[src/rtl/led_seg_sequencer.sv]
// led_seg_sequencer: LED / 7-segment chaser.
// A prescaler produces a step tick; a position register walks one active-low
// lit element in rotate-up, rotate-down, bounce or hold mode. A free-running
// scan counter rotates the one-cold anode select.
// Optional build macro LED_SEQ_PWM_EN adds a bright[3:0] input and a 4-bit
// PWM counter that blanks Led/seg/an when pwm_cnt >= bright.
module led_seg_sequencer #(
    parameter int  LED_W      = 8,
    parameter int  DIV_MAX    = 4194304,
    parameter int  NUM_DIGITS = 4,
    parameter int  SCAN_DIV   = 65536,
    localparam int POS_W      = $clog2(LED_W)
) (
    input  logic                  clk,
    input  logic                  rst_n,
    input  logic                  en,
    input  logic [1:0]            mode,
    input  logic                  step_i,
`ifdef LED_SEQ_PWM_EN
    input  logic [3:0]            bright,
`endif
    output logic [LED_W-1:0]      Led,
    output logic [7:0]            seg,
    output logic [NUM_DIGITS-1:0] an,
    output logic [POS_W-1:0]      pos,
    output logic                  tick
);

    localparam int CNT_W = $clog2(DIV_MAX);

    localparam logic [1:0] M_UP     = 2'b00;
    localparam logic [1:0] M_DOWN   = 2'b01;
    localparam logic [1:0] M_BOUNCE = 2'b10;

    localparam logic DIR_UP   = 1'b0;
    localparam logic DIR_DOWN = 1'b1;

    localparam logic [CNT_W-1:0] DIV_LAST = CNT_W'(DIV_MAX - 1);
    localparam logic [POS_W-1:0] POS_LAST = POS_W'(LED_W - 1);
    localparam logic [POS_W-1:0] POS_PEN  = POS_W'(LED_W - 2);
    localparam logic [POS_W-1:0] POS_ONE  = POS_W'(1);

    // ------------------------------------------------------------------
    // Prescaler and step tick
    // ------------------------------------------------------------------
    logic [CNT_W-1:0] cnt_q, cnt_d;
    logic             tick_q, tick_d;
    logic             advance;

    // Next prescaler count; a manual step restarts the period and swallows
    // a tick landing in the same cycle so only one advance happens.
    always_comb begin
        cnt_d  = cnt_q;
        tick_d = 1'b0;
        if (step_i) begin
            cnt_d = '0;
        end else if (en) begin
            if (cnt_q == DIV_LAST) begin
                cnt_d  = '0;
                tick_d = 1'b1;
            end else begin
                cnt_d = cnt_q + CNT_W'(1);
            end
        end
    end

    assign advance = tick_d | step_i;

    // Prescaler count and registered tick pulse.
    always_ff @(posedge clk or negedge rst_n) begin
        if (!rst_n) begin
            cnt_q  <= '0;
            tick_q <= 1'b0;
        end else begin
            cnt_q  <= cnt_d;
            tick_q <= tick_d;
        end
    end

    assign tick = tick_q;

    // ------------------------------------------------------------------
    // Position / direction
    // ------------------------------------------------------------------
    logic [POS_W-1:0] pos_q, pos_d;
    logic             dir_q, dir_d;

    // Next position for the current mode; registered on the same edge as the
    // advance so the decoded outputs show the new position without delay.
    always_comb begin
        pos_d = pos_q;
        dir_d = dir_q;
        if (advance) begin
            case (mode)
                M_UP: begin
                    dir_d = DIR_UP;
                    pos_d = (pos_q == POS_LAST) ? '0 : pos_q + POS_ONE;
                end
                M_DOWN: begin
                    dir_d = DIR_DOWN;
                    pos_d = (pos_q == '0) ? POS_LAST : pos_q - POS_ONE;
                end
                M_BOUNCE: begin
                    // Turn around without dwelling on the end element.
                    if (dir_q == DIR_UP) begin
                        if (pos_q == POS_LAST) begin
                            dir_d = DIR_DOWN;
                            pos_d = POS_PEN;
                        end else begin
                            pos_d = pos_q + POS_ONE;
                        end
                    end else begin
                        if (pos_q == '0) begin
                            dir_d = DIR_UP;
                            pos_d = POS_ONE;
                        end else begin
                            pos_d = pos_q - POS_ONE;
                        end
                    end
                end
                default: begin
                    // hold: position and direction unchanged
                end
            endcase
        end
    end

    // Position and direction registers.
    always_ff @(posedge clk or negedge rst_n) begin
        if (!rst_n) begin
            pos_q <= '0;
            dir_q <= DIR_UP;
        end else begin
            pos_q <= pos_d;
            dir_q <= dir_d;
        end
    end

    assign pos = pos_q;

    // ------------------------------------------------------------------
    // LED and segment decode (active-low, one-cold)
    // ------------------------------------------------------------------
    logic [LED_W-1:0] led_pat;
    logic [7:0]       seg_pat;
    logic [2:0]       pos3;

    generate
        if (POS_W >= 3) begin : g_pos3_slice
            assign pos3 = pos_q[2:0];
        end else begin : g_pos3_ext
            assign pos3 = {{(3 - POS_W){1'b0}}, pos_q};
        end
    endgenerate

    // One-cold decode of the registered position onto LEDs and segments.
    always_comb begin
        led_pat          = '1;
        led_pat[pos_q]   = 1'b0;
        seg_pat          = 8'hFF;
        seg_pat[pos3]    = 1'b0;
    end

    // ------------------------------------------------------------------
    // Anode scan
    // ------------------------------------------------------------------
    logic [NUM_DIGITS-1:0] an_pat;

    generate
        if (NUM_DIGITS == 1) begin : g_single_digit
            assign an_pat = 1'b0;
        end else begin : g_scan
            localparam int SCAN_W = $clog2(SCAN_DIV);
            localparam logic [SCAN_W-1:0] SCAN_LAST = SCAN_W'(SCAN_DIV - 1);

            logic [SCAN_W-1:0]     scan_q, scan_d;
            logic [NUM_DIGITS-1:0] an_q, an_d;

            // Free-running scan divider; rotate the one-cold anode on wrap.
            always_comb begin
                scan_d = scan_q + SCAN_W'(1);
                an_d   = an_q;
                if (scan_q == SCAN_LAST) begin
                    scan_d = '0;
                    an_d   = {an_q[NUM_DIGITS-2:0], an_q[NUM_DIGITS-1]};
                end
            end

            // Scan counter and anode select registers.
            always_ff @(posedge clk or negedge rst_n) begin
                if (!rst_n) begin
                    scan_q <= '0;
                    an_q   <= {{(NUM_DIGITS - 1){1'b1}}, 1'b0};
                end else begin
                    scan_q <= scan_d;
                    an_q   <= an_d;
                end
            end

            assign an_pat = an_q;
        end
    endgenerate

    // ------------------------------------------------------------------
    // Output stage (optional PWM dimming)
    // ------------------------------------------------------------------
`ifdef LED_SEQ_PWM_EN
    logic [3:0] pwm_q;
    logic       dark;

    // Free-running PWM phase counter.
    always_ff @(posedge clk or negedge rst_n) begin
        if (!rst_n) begin
            pwm_q <= 4'd0;
        end else begin
            pwm_q <= pwm_q + 4'd1;
        end
    end

    assign dark = (pwm_q >= bright);

    assign Led = dark ? '1    : led_pat;
    assign seg = dark ? 8'hFF : seg_pat;
    assign an  = dark ? '1    : an_pat;
`else
    assign Led = led_pat;
    assign seg = seg_pat;
    assign an  = an_pat;
`endif

endmodule

[config.mk]
export PLATFORM = sky130hd
export DESIGN_NAME = led_seg_sequencer
export DESIGN_NICKNAME = d
export VERILOG_FILES = /design/src/rtl/led_seg_sequencer.sv
export SDC_FILE = /design/constraint.sdc
export NUM_CORES = 1
export LEC_CHECK = 0
export CAP_MARGIN = 30
export CORE_AREA = 3 3 94 96
export DETAILED_ROUTE_END_ITERATION = 10
export DIE_AREA = 0 0 97 99
export SYNTH_ARGS = -nofsm -noshare
export SYNTH_HDL_FRONTEND = slang
export SYNTH_SLANG_ARGS = --single-unit
[constraint.sdc]
create_clock -name clk -period 4.85 [get_ports clk]
set_clock_uncertainty 0.1 [all_clocks]
set_input_delay 0.485 -clock clk [delete_from_list [all_inputs] [get_ports clk]]
set_output_delay 0.485 -clock clk [all_outputs]
set_load 0.005 [all_outputs]
run_1/met3.png
(3 px per um)
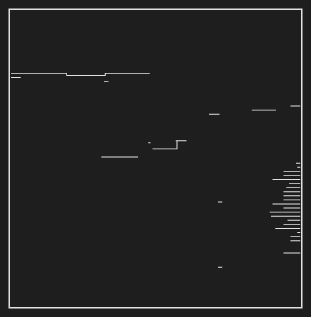
The layer holds 4.1% of the routed length. The wires run mostly horizontal.

run_1/met2.png
(3 px per um) Cells faint in the background.
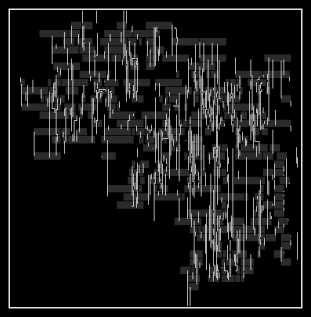
The wires run mostly vertical. The longest straight run is 40.1 um. The layer holds 46% of the routed length.

run_1/gate_families.png
(4 px per um)
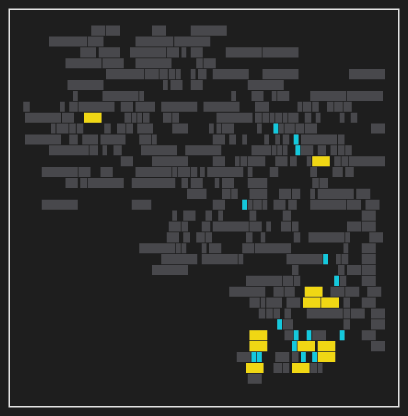
Yellow marks adder and majority cells, cells 12. Cyan marks inverters, cells 15.

==> impl_metrics.toml, run 1 <==
# generated from flow reports
[global_routing]
antenna_found_initial = 0
grt_usage_pct = 10.6
grt.busiest_layer = "met2"
grt_util_met3_pct = 2.48
grt_pass1_vias = 1917

[final_layout]
seq-cell-share_pct = 38.2
logic_area_um2 = 1300
largestClassByArea = "multi-input combinational cells"
n_antenna_cell = 0
drive_above_1_share_pct = 8.05
comb_cells = 198

[critical_path]
required_ps = 4920
cp_cell_sequence = "clkdlybuf4s50_1 -> o2111ai_1 -> nor4_2 -> nand3_1 -> xor2_1 -> nor2_1"
r2r-start = "cnt_q[0]$_DFFE_PN0P_"
critPathSlowestCell = "clkdlybuf4s50_1"
r2r_end = "cnt_q[12]$_DFFE_PN0P_"
crit_family = "buffers and inverters"

[clocking]
cts_max_level = 2
cts_tree = "done"
clk_latency_ps = 300
cts_resized = 0
ctsHoldBuffers = 0
clockBufferDepth = 2

[routing]
detail-route-antenna-nets = 0
first_pass_iters = 4
dr_total_vias = 1946
dr_wl_met2_um = 2280

[power]
peakVddDrop_mv = 0.119
powerClk_mw = 0.282
p_total_mw = 0.993
power_leader = "sequential cells"

[logic_synthesis]
aoi_share_pct = 6.60
synth-area-yosys_um2 = 2660
ys_cells = 275
ys_ff = 47
synthDistinctLibCells = 48
yosys_warnings = 0

[floorplan]
tap-cell-count = 105
fp-utilization_pct = 32.6
io_pins = 30

[outcome]
status = "completed"

[run]
warning_count = 32

[placed_design]
post-place-cells = 395
[run 1: cell usage after synthesis (2+ instances only)]
cell type	count
mux2_2	3
a22oi_1	2
xnor2_1	9
clkbuf_1	2
inv_1	14
nand3b_1	2
nand2_1	16
nand4_1	7
buf_4	9
ha_1	12
mux2_4	2
nand2b_1	3
nor2b_1	3
a31oi_1	3
nor3_1	8
nor2_1	33
nand3_1	30
dfrtp_1	44
and4_1	2
o31ai_1	2
a21oi_1	15
o21ai_0	2
buf_2	2
xor2_1	19
dfstp_2	3
nor4_2	2
and3_1	4
mux2i_1	2
[run 1: state kept, by name (all words and copies together), names as in the netlist]
register / cells
pos: 3
an: 4
cnt_q: 22
g_scan.scan_q: 16
dir_q: 1
tick: 1
==> run 2, diff against run 1 <==
clock period = 2.2 ns   (was 4.85 ns; I/O delays follow)
run_2/gate_families.png
(4 px per um)
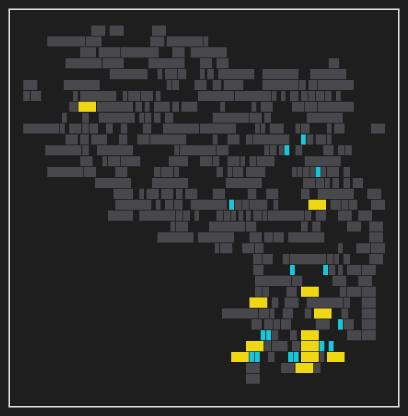
Cyan marks inverters, cells 15. Yellow marks adder and majority cells, cells 12, where lower right.
non-filler cells in the finished layout: 414
Comb area share: 41.5%
Commonest Layout Cell: dfrtp_1

run_2/met3.png
(3 px per um)
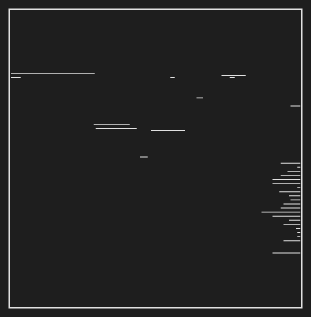
The longest straight run is 27.6 um. The layer carries 192 um of wire.

==> impl_metrics.toml, run 2 <==
# generated from flow reports
[outcome]
status = "completed"

[global_routing]
grt_usage_pct = 10.8
antenna_found_initial = 0
grt_pass1_vias = 2003

[logic_synthesis]
yosys-top-cells-count = "dfrtp_1, nor2_1, nand3_1"
ys_ff = 47
aoi_share_pct = 6.60
ys_cells = 275
yosys_warnings = 0

[clocking]
clk_latency_ps = 300
clockBufferDepth = 2
cts_tree = "done"
ctsHoldBuffers = 1
cts_resized = 0
cts_max_level = 2

[final_layout]
n_antenna_cell = 0
largest_register_ffs = 22
top_register = "cnt_q"
largestClassByArea = "multi-input combinational cells"
comb_cells = 198
logic_area_um2 = 1300
seq-cell-share_pct = 37.6

[critical_path]
critPathSlowestCell = "dfrtp_1"
r2r_end = "pos[2]$_DFFE_PN0P_"
crit_family = "AND-OR/OR-AND gates"

[routing]
detail-route-antenna-nets = 0
first_pass_iters = 4

[power]
p_total_mw = 2.12
peakVddDrop_mv = 0.247

[floorplan]
tap-cell-count = 105
io_pins = 30

[placed_design]
post-place-cells = 403
run_2/met2.png
(3 px per um) Cells faint in the background.
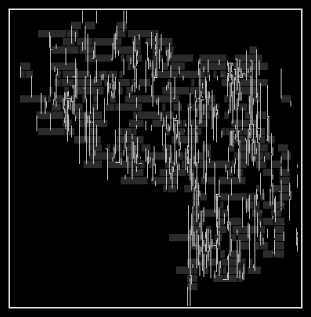
The longest straight run is 33.7 um. The wires run mostly vertical. 263 nets have wire on it. The layer carries 2270 um of wire. The layer holds 47% of the routed length.
met2 Usage GRT: 18.0%
Total Routed Length: 4850 um
via count: 1997

==> run 2: cell types whose count changed in the layout (fill, tap and decap cells not counted), sizes merged <==
cell,delta
buf,+10
bufinv,-1
clkbuf,-2
clkinv,+2
dlygate4sd3,+1
inv,+1
==> run 2: power groups by stage <==
| stage | Sequential, mW | Combinational (mW) | Clock [mW] |
|---|---|---|---|
| after detailed placement | 0.940 | 0.676 | 0 |
| after floorplan | 0.960 | 0.357 | 0 |
| final | 0.923 | 0.672 | 0.527 |
| after global placement | 0.941 | 0.666 | 0 |
| after global routing | 0.931 | 0.762 | 0.590 |
| after CTS | 0.923 | 0.681 | 0.551 |
==> run 2: layer usage <==
layer	part of all wire (%)	GRT usage, %
met5	0	0
met4	0.70	2.27
met3	3.9	2.48
met2	47	18.0
met1	49	14.4
==> run 3, diff against run 2 <==
CELL_PAD_IN_SITES_DETAIL_PLACEMENT = 1   (was not set)
CELL_PAD_IN_SITES_GLOBAL_PLACEMENT = 2   (was not set)
PLACE_DENSITY_LB_ADDON = 0.1   (was not set)
run_3/drive_strength.png
(4 px per um)
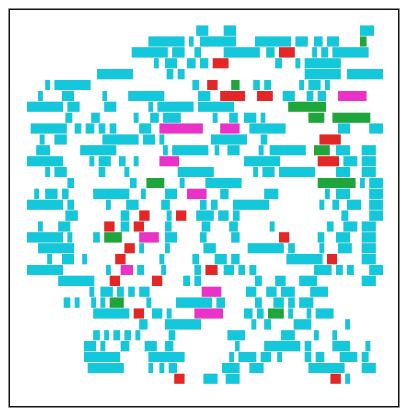
Red marks drive 3 to 4, cells 21. Magenta marks drive 6 and up, cells 9. Green marks drive 2, cells 11. Cyan marks drive 1 or less, cells 273.
Non-clk bufs: 46
area grow syn2layout: 21.5%
Final WS setup: 215 ps
Final Cell Area: 3230 um^2

run_3/final_congestion.png
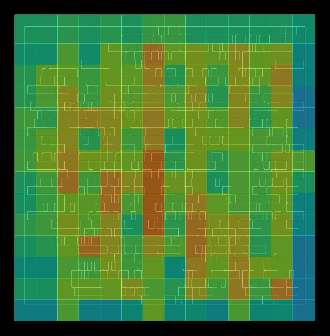
Tot GR Track Use: 13.4%
met3 Use GR: 2.55%
post-layout util: 39.7%
met1 Use GR: 18.2%

==> impl_metrics.toml, run 3 <==
# generated from flow reports
[outcome]
status = "completed"

[critical_path]
critPathSlowestCell = "dfrtp_1"
cp_cell_sequence = "ha_1 -> nand4_1 -> nor4_2 -> a31oi_1 -> nor3b_1 -> a21oi_1"
required_ps = 2280
r2r_end = "pos[1]$_DFFE_PN0P_"

[power]
peakVddDrop_mv = 0.304
p_total_mw = 2.30
seq_cell_power_mw = 0.912
p_comb_mw = 0.710
power_leader = "sequential cells"

[logic_synthesis]
aoi_share_pct = 6.60
synth-area-yosys_um2 = 2660
ys_ff = 47
synthDistinctLibCells = 48
yosys-top-cells-count = "dfrtp_1, nor2_1, nand3_1"
yosys_warnings = 0
ys_cells = 275

[routing]
wl_um = 5890
first_pass_iters = 4
dr_total_vias = 2012
met1Wirelength_um = 2990
routed.top_layer = "met4"
dr_wl_met2_um = 2640
detail-route-antenna-nets = 0
route.met3.wl_um = 190

[clocking]
cts_tree = "done"
cts_resized = 0
clk_latency_ps = 310
cts_max_level = 2

[global_routing]
antenna_found_initial = 0
grt.busiest_layer = "met2"
grt_pass1_vias = 2149

[final_layout]
largest_register_ffs = 22
layout_top_cell = "dfrtp_1"
comb_cells = 198
logic_area_um2 = 1300
top_register = "cnt_q"
drive_above_1_share_pct = 13.1
largestClassByArea = "multi-input combinational cells"

[floorplan]
tap-cell-count = 105
io_pins = 30
fp-utilization_pct = 32.6

[run]
warning_count = 32

[placed_design]
post-place-cells = 410
run_3/gate_families.png
(4 px per um)
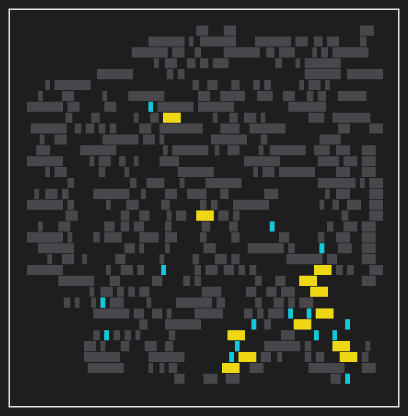
Cyan marks inverters, cells 15. Yellow marks adder and majority cells, cells 12.
non-filler cells in the finished layout: 419
Comb area share: 40.4%

[run 3: what timing repair did]
item,in CTS,in global routing
hold endpoints to repair,44,0
hold buffers,1,0
setup endpoints to repair,0,0
[run 3: worst max path at each step]
stage / endpoint / slack [ps] / cells after the start
6_report: pos[1]$_DFFE_PN0P_ / 210 / 6
5_1_grt: pos[1]$_DFFE_PN0P_ / 10 / 6
4_1_cts: pos[1]$_DFFE_PN0P_ / 200 / 6
3_5_place_dp: pos[1]$_DFFE_PN0P_ / 70 / 6
3_3_place_gp: pos[1]$_DFFE_PN0P_ / 170 / 6
2_1_floorplan: pos[2]$_DFFE_PN0P_ / 350 / 7
Power is estimated from default activity; no workload was simulated.
